### config.mk
export PLATFORM = sky130hd
export DESIGN_NAME = mux_tree_pipe
export DESIGN_NICKNAME = d
export VERILOG_FILES = /design/src/rtl/mux_tree_pipe.sv
export SDC_FILE = /design/constraint.sdc
export NUM_CORES = 1
export LEC_CHECK = 0
export CAP_MARGIN = 10
export CORE_ASPECT_RATIO = 0.8
export CORE_UTILIZATION = 30
export DETAILED_ROUTE_END_ITERATION = 8
export GPL_ROUTABILITY_DRIVEN = 0
export GPL_TIMING_DRIVEN = 0
export MAX_ROUTING_LAYER = met4
export PLACE_DENSITY_LB_ADDON = 0.25
export SYNTH_ARGS = -nofsm -noshare
export SYNTH_HDL_FRONTEND = slang
export SYNTH_SLANG_ARGS = --single-unit
### constraint.sdc
create_clock -name clk -period 1.6 [get_ports clk]
set_input_delay 0.32 -clock clk [delete_from_list [all_inputs] [get_ports clk]]
set_output_delay 0.32 -clock clk [all_outputs]
set_load 0.01 [all_outputs]
### src/rtl/mux_tree_pipe.sv
// Pipelined N:1 multiplexer built as a registered tree of 2:1 stages, with
// valid/ready handshake and an optional self-stepping scan mode.
module mux_tree_pipe #(
    parameter int N_IN = 13,
    parameter int W    = 8,
    parameter int SW   = $clog2(N_IN),
    parameter int L    = $clog2(N_IN)
) (
    input  logic              clk,
    input  logic              rst_n,
    input  logic [N_IN*W-1:0] in_data,
    input  logic [SW-1:0]     in_sel,
    input  logic              mode,
    input  logic              in_valid,
    output logic              in_ready,
    output logic [W-1:0]      out_data,
    output logic [SW-1:0]     out_ch,
    output logic              out_err,
    output logic              out_valid,
    input  logic              out_ready
);

    logic                  advance;
    logic                  launch;
    logic [SW-1:0]         scan_ch;
    logic [SW-1:0]         eff_sel;
    logic                  eff_err;
    logic [(2**L)*W-1:0]   leaves;

    // Whole pipeline moves in lockstep; bubbles are kept, not squeezed.
    assign advance  = !out_valid || out_ready;
    assign in_ready = advance;
    assign launch   = in_valid && advance;

    assign eff_sel = mode ? scan_ch : in_sel;
    assign eff_err = !mode && (32'(eff_sel) >= N_IN);

    always_comb begin
        leaves = '0;
        leaves[N_IN*W-1:0] = in_data;
    end

    always_ff @(posedge clk or negedge rst_n) begin
        if (!rst_n) begin
            scan_ch <= '0;
        end else if (launch && mode) begin
            if (scan_ch == SW'(N_IN - 1)) begin
                scan_ch <= '0;
            end else begin
                scan_ch <= scan_ch + 1'b1;
            end
        end
    end

    for (genvar j = 1; j <= L; j++) begin : g_lvl
        localparam int NN = 2 ** (L - j);

        logic [2*NN*W-1:0] src;
        logic              sbit;
        logic [SW-1:0]     ch_src;
        logic              err_src;
        logic              vld_src;
        logic [NN*W-1:0]   d_d;
        logic [NN*W-1:0]   d_q;
        logic [SW-1:0]     ch_q;
        logic              err_q;
        logic              vld_q;

        if (j == 1) begin : g_head
            assign src     = leaves;
            assign sbit    = eff_sel[0];
            assign ch_src  = eff_sel;
            assign err_src = eff_err;
            assign vld_src = launch;
        end else begin : g_tail
            // The full select travels as the channel index; level j uses bit j-1.
            assign src     = g_lvl[j-1].d_q;
            assign sbit    = g_lvl[j-1].ch_q[j-1];
            assign ch_src  = g_lvl[j-1].ch_q;
            assign err_src = g_lvl[j-1].err_q;
            assign vld_src = g_lvl[j-1].vld_q;
        end

        always_comb begin
            d_d = '0;
            for (int i = 0; i < NN; i++) begin
                d_d[i*W +: W] = sbit ? src[(2*i+1)*W +: W] : src[(2*i)*W +: W];
            end
        end

        always_ff @(posedge clk or negedge rst_n) begin
            if (!rst_n) begin
                d_q   <= '0;
                ch_q  <= '0;
                err_q <= 1'b0;
                vld_q <= 1'b0;
            end else if (advance) begin
                d_q   <= d_d;
                ch_q  <= ch_src;
                err_q <= err_src;
                vld_q <= vld_src;
            end
        end
    end

    assign out_data  = g_lvl[L].d_q;
    assign out_ch    = g_lvl[L].ch_q;
    assign out_err   = g_lvl[L].err_q;
    assign out_valid = g_lvl[L].vld_q;

endmodule

### Signal wires on met2, run 1

Scale: 2 px per um.
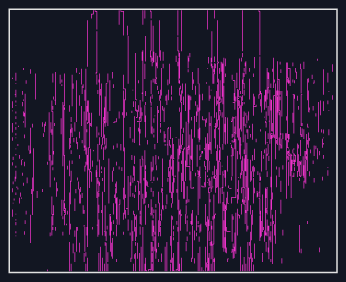
longest straight run	45.9 um
wire length on this layer	6,900 um
routed vias: 4,809
grt met2 use: 0.241

### Where the registers sit, run 1

Scale: 2 px per um.
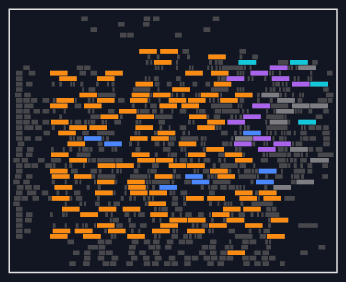
netlist name	color	placed flops
g_lvl.ch_q	purple	12
out_data	blue	8
out_ch	cyan	4
g_lvl.d_q	orange	104
not colored	12
seq pwr: 5950 uW
fraction of area in registers: 0.401
Final Core Density: 0.435
register area: 0.00350 mm^2

### Power grid, run 1

Scale: 2 px per um. Pins as bars on the die edge.
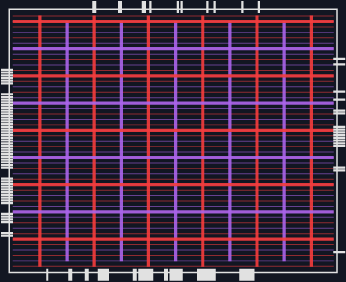
net	color
VDD	purple
VSS	red
signal pins	128
met5 straps	9
highest ir drop seen on vdd: 0.000855 V
chip width: 163 um
Die Y: 131 um

==> results_dict.tcl, run 1 <==
# collected from the flow reports
set metrics [dict create \
    final_area_mm2 0.00874 \
    clockBufferCount 20 \
    p_per_area_mw_per_mm2 1750 \
    p_sw_uw 5120 \
    setup_viol 1 \
    viasPerCell 4.57 \
    synth.most_common_cell "nand2_1" \
    path_common_cell "buf_8" \
    postSynthSeqShare 0.562 \
    grt_max_degree 91 \
    clock_latency_ns 0.42 \
    grt-busiest-layer "met2" \
    diodes 0 \
    r2r_slack_ns 0.06 \
    outcome "complete, but fails checks" \
    final-hold-violation-count 0 \
    fin_ws_ns -0.0459 \
    end_kind "output port" \
    cts_setup_buffers 7 \
    violations "setup timing" \
    xor_area_frac 0 \
    clockBufferDepth 2 \
]
==> inputs of run 2 (changes only) <==
- ABC_CLOCK_PERIOD_IN_PS: unset -> 1600
### Power grid, run 2

Scale: 2 px per um. Pins as bars on the die edge.
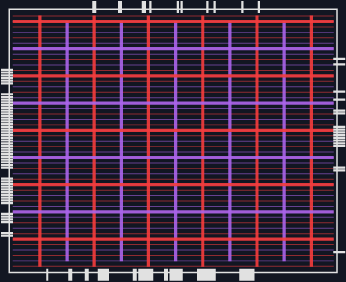
Core ar.: 0.0201 mm^2

### Where the registers sit, run 2

Scale: 2 px per um.
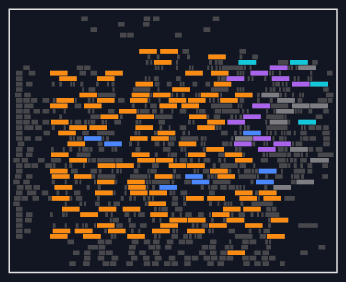
netlist name	color	placed flops
out_ch	cyan	4
g_lvl.d_q	orange	104
g_lvl.ch_q	purple	12
out_data	blue	8

==> run 2 against run 1 <==
Critical path depth stayed put. Final cell count stayed put. Register-to-register slack hardly changed. Synthesized cell count stayed put. Core utilization stayed put. Setup slack stayed put. Sequential power hardly changed. Non-clock buffer count stayed put. Maximum frequency stayed put. Largest cell class unchanged. Critical endpoint unchanged. The run still ends with setup timing left. Via count stayed put. Count of clock-buffer cells in the layout stayed put. Sequential share of layout area stayed put.
==> results_dict.tcl, run 2 <==
# collected from the flow reports
set metrics [dict create \
    outcome "complete, but fails checks" \
    violations "setup timing" \
    cts_setup_buffers 7 \
    grt-busiest-layer "met2" \
    peakVddDrop_v 0.000855 \
    p_sw_uw 5120 \
    regArea_mm2 0.00350 \
    cp_num_buf_inv 4 \
    nFillCells 1998 \
    final_area_mm2 0.00874 \
    critical_path_arrival_ns 1.33 \
    clockBufferDepth 2 \
    viasPerCell 4.57 \
    end_kind "output port" \
    setup_viol 1 \
    num_vias 4809 \
    diodes 0 \
    flop-count 140 \
    top_area_cell "dfrtp_1" \
    clockBufferCount 20 \
    postSynthSeqShare 0.562 \
    path_common_cell "buf_8" \
    place_hpwl_um 11100 \
    die-height_um 131 \
    die_w_um 163 \
    clock_latency_ns 0.42 \
    final-hold-violation-count 0 \
    p_clk_frac 0.274 \
    final_util 0.435 \
    pg_seq_uw 5950 \
    grt_use_met2 0.241 \
    synth.most_common_cell "nand2_1" \
    xor_area_frac 0 \
    fin_ws_ns -0.0459 \
    r2r_slack_ns 0.06 \
    seq_share 0.401 \
    grt_max_degree 91 \
    p_per_area_mw_per_mm2 1750 \
]
### Signal wires on met2, run 2

Scale: 2 px per um.
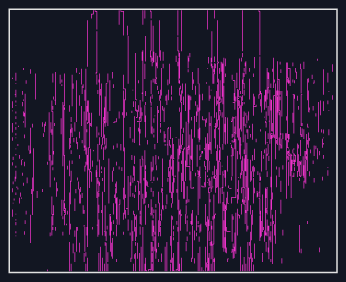
main direction	vertical
wire length on this layer	6,900 um
share of all routed wire	44%
longest straight run	45.9 um
nets with wire on the layer	700
final wirelength: 15,800 um

No activity file was given, so power comes from the tool's default toggle rates.
